### Nets reached from selected ports

(4 px per um)
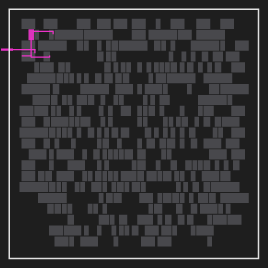
### Sizing map

(8 px per um)
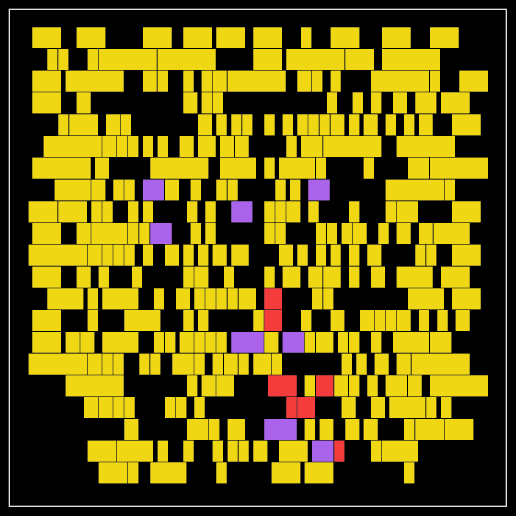
<file path="config.mk">
export PLATFORM = sky130hd
export DESIGN_NAME = and_gate_pipe
export DESIGN_NICKNAME = d
export VERILOG_FILES = /design/src/rtl/and_gate_pipe.sv
export SDC_FILE = /design/constraint.sdc
export NUM_CORES = 1
export LEC_CHECK = 0
export ABC_AREA = 1
export CAP_MARGIN = 20
export CORE_MARGIN = 2
export CORE_UTILIZATION = 48
export DETAILED_ROUTE_END_ITERATION = 10
export PLACE_DENSITY_LB_ADDON = 0.15
export SYNTH_ARGS = -nofsm -noshare
export SYNTH_HDL_FRONTEND = slang
export SYNTH_SLANG_ARGS = --single-unit
</file>
<file path="constraint.sdc">
create_clock -name clk -period 2.83 [get_ports clk]
set_input_delay 0.283 -clock clk [delete_from_list [all_inputs] [get_ports clk]]
set_output_delay 0.283 -clock clk [all_outputs]
set_load 0.02 [all_outputs]
</file>
<file path="src/rtl/and_gate_pipe.sv">
// rtl/and_gate_pipe.sv - registered WIDTH-bit logic unit with accumulator, valid/ready handshake; optional AND_GATE_CNT_EN output-fire counter
module and_gate_pipe #(
  parameter int unsigned      WIDTH    = 8,
  parameter logic [WIDTH-1:0] ACC_INIT = {WIDTH{1'b1}}
) (
  input  logic             clk,
  input  logic             rst,
  input  logic [WIDTH-1:0] m,
  input  logic [WIDTH-1:0] n,
  input  logic [2:0]       op,
  input  logic             in_valid,
  output logic             in_ready,
  output logic [WIDTH-1:0] o,
  output logic             o_all,
  output logic             o_any,
  output logic             out_valid,
  input  logic             out_ready
`ifdef AND_GATE_CNT_EN
  ,
  output logic [15:0]      txn_cnt
`endif
);

  localparam logic [2:0] OP_AND     = 3'b000;
  localparam logic [2:0] OP_OR      = 3'b001;
  localparam logic [2:0] OP_XOR     = 3'b010;
  localparam logic [2:0] OP_NAND    = 3'b011;
  localparam logic [2:0] OP_NOR     = 3'b100;
  localparam logic [2:0] OP_XNOR    = 3'b101;
  localparam logic [2:0] OP_ACC_AND = 3'b110;
  localparam logic [2:0] OP_ACC_CLR = 3'b111;

  logic             out_valid_q;
  logic [WIDTH-1:0] o_q;
  logic             o_all_q;
  logic             o_any_q;
  logic [WIDTH-1:0] acc_q;
  logic [WIDTH-1:0] res_d;
  logic [WIDTH-1:0] acc_d;
  logic             in_fire;
  logic             out_fire;

  // The single output register frees up whenever it is empty or being drained.
  assign in_ready = !out_valid_q || out_ready;
  assign in_fire  = in_valid && in_ready;
  assign out_fire = out_valid_q && out_ready;

  assign out_valid = out_valid_q;
  assign o         = o_q;
  assign o_all     = o_all_q;
  assign o_any     = o_any_q;

  // Result and accumulator candidate for the operands currently presented.
  always_comb begin
    res_d = '0;
    acc_d = acc_q;
    case (op)
      OP_AND:     res_d = m & n;
      OP_OR:      res_d = m | n;
      OP_XOR:     res_d = m ^ n;
      OP_NAND:    res_d = ~(m & n);
      OP_NOR:     res_d = ~(m | n);
      OP_XNOR:    res_d = ~(m ^ n);
      OP_ACC_AND: begin
        acc_d = acc_q & m & n;
        res_d = acc_d;
      end
      OP_ACC_CLR: begin
        acc_d = ACC_INIT;
        res_d = ACC_INIT;
      end
      default:    res_d = '0;
    endcase
  end

  // Output register, reductions and accumulator; everything moves only on an input fire.
  always_ff @(posedge clk) begin
    if (rst) begin
      out_valid_q <= 1'b0;
      o_q         <= '0;
      o_all_q     <= 1'b0;
      o_any_q     <= 1'b0;
      acc_q       <= ACC_INIT;
    end else if (in_fire) begin
      out_valid_q <= 1'b1;
      o_q         <= res_d;
      o_all_q     <= &res_d;
      o_any_q     <= |res_d;
      acc_q       <= acc_d;
    end else if (out_fire) begin
      out_valid_q <= 1'b0;
    end
  end

`ifdef AND_GATE_CNT_EN
  logic [15:0] cnt_q;

  assign txn_cnt = cnt_q;

  // Free-running count of accepted results, wrapping at 16 bits.
  always_ff @(posedge clk) begin
    if (rst) begin
      cnt_q <= 16'd0;
    end else if (out_fire) begin
      cnt_q <= cnt_q + 16'd1;
    end
  end
`endif

endmodule

</file>
==> run summary <==
impl run done, here's what came out: Synth Net Count 304, synthesized area 1610 um^2, # IOs 35, Worst VDD drop 0.000244 V, Final Power 0.678 mW, simple share 38.8%, CTS sink cnt 19, P_sw 0.232 mW, crit share post-route 73.0%, post-synthesis cell count 265, Final #Nets 340, Via density 4.95, Area Growth Syn to Fin 25.5%, drt first pass iters 4, maxcap violations 0, Pint 0.446 mW, post-layout util 61.6%, Initial Utilization 49.1%, largest net degree at the start of global routing 16, Reg power frac 43.4%, Initial DRC Count 64, die width 61.9 um, clock skew 0.00606 ns, cell taking the most area after synthesis dfxtp_1, Inst Count DP 342, Yosys Chip Area 1610 um^2, Layout Cells excl Fill 346, Hold Slack 0.473 ns, Residual DRC 0, Top non-seq family simple AND/OR/NAND/NOR gates, Post-CTS Setup Bufs 0, vias in the first global route 1,393, CP Class primary input to register, register share after synthesis 23.6%, final HPWL from detailed placement 3000 um, final setup margin 0.763 ns, Wirelength per Cell 11.2 um, CTS resizes 0, min Tclk post-route 2.07 ns, die area 3840 um^2, CTS tree done, Finish-stage setup viols 0, row cnt 21, GP Congestion 0.903, PD cells 335 nW/um^2, area fraction in mux cells 0%, vias 1,714, crit path max fanout 10, switching fraction of total power 34.2%, Seq cells post-synth 19, xor/xnor share 0%, first-pass GRT wire length 5990 um, Area leader share 23.6%, Clock power frac 20.2%, post-synthesis compound-gate area fraction 11.3%, slew margin rel. 65.1%, PortBufs 34, Top cells excl fill/tap nand2_1 (63), inv_1 (48), clkdlybuf4s50_1 (34), nor2_1 (30), nand3_1 (27), Async SR Flop Fraction 0%, OpenROAD warnings 34, Routed WL 3890 um, setup TNS 0 ns, chip height 61.9 um, share of layout cells above drive strength 1 5.00%, Hold Vio Cnt, Final 0, crit path capture type register, RSZ-0062 raised after global routing no, ys flop type dfxtp_1, Clk Tree Root Cell clkbuf_4, Hold/Removal Path Class register to register, Critical Path Source Type primary input, synth warn 0, Peak Freq 484 MHz, Core ar. 3280 um^2, Comb pwr share 36.3%, synthesized area per cell 6.08 um^2, Overall Global Routing Usage 20.9%, H-Tree Level Count 1, Slew Limit Fails 0, Clock Tree Buf Depth 2, Slew @ Worst Pin 0.522 ns, GR Overflow Total 0, initial antenna violation count 0, status completed, DP Worst Slack 0.469 ns, WP data arrival 2.30 ns, # fillers 347, CTS buffer count 3, hold_buf cts 0, Antenna Cells 0, most frequent cell after synthesis nand2_1, top cells by area dfxtp_1 (24%), nand2_1 (15%), ha_1 (12%), total leakage power 1.05 nW
About 'Nets reached from selected ports':
color	port	direction	end cells	buffers	wire
magenta	in_ready	output	1	1	24.3 um

About 'Sizing map':
color	size	cells
red	drive 2	7
yellow	drive 1 or less	285
purple	drive 3 to 4	8

==> final cells by class <==
| type | count | area (um^2) | area share [%] |
|---|---|---|---|
| multi-input combinational | 190 | 1010 | 49.8 |
| sequential | 19 | 380 | 18.8 |
| timing repair buffer | 37 | 363 | 17.9 |
| inverter | 50 | 188 | 9.28 |
| tap | 46 | 57.6 | 2.84 |
| clock buffer | 4 | 26.3 | 1.30 |
==> sequential cells by signal, indices dropped and copies added, names as in the netlist <==
signal / flops
acc_q: 8
o: 8
o_all: 1
out_valid: 1
o_any: 1
==> power groups by stage <==
stage	Clock [mW]	Sequential, mW	Combinational, mW
floorplan	0	0.315	0.131
global placement	0	0.300	0.245
detailed placement	0	0.300	0.245
CTS	0.142	0.294	0.247
global route	0.151	0.297	0.277
finish	0.137	0.294	0.246
==> worst paths after layout <==
| kind | from | cells after the start | to | slack [ns] |
|---|---|---|---|---|
| max | op[1] | 10 | o_all | 0.76 |
| min | o[1] | 2 | o[1] | 0.47 |
| max reg2reg | out_valid | 7 | o_any | 1.29 |
| min reg2reg | o[1] | 2 | o[1] | 0.47 |
==> metal layers <==
metal  global-route usage [%]  vias up  share of wire [%]
li1                         -      921                  -
met1                     28.7      731                 47
met2                     34.7       58                 45
met3                     4.35        4                7.4
met4                     2.74        0               0.95
met5                        0        -                  0
==> worst max-delay path: stages <==
cell and delay, ns:
clkdlybuf4s50_1 0.64, inv_1 0.21, nand2_2 0.08, nor2_1 0.41
nand2_1 0.09, nand3_1 0.18, nand2_1 0.08, nor2_1 0.11
nand3_1 0.10, a21oi_1 0.12
==> cells by family after synthesis <==
family,count (synthesis)
flip-flops,19
buffers and inverters,56
AND/OR/NAND/NOR,140
AND-OR/OR-AND,34
adder cells (fa/ha/maj),16
No activity file was given, so power comes from the tool's default toggle rates.
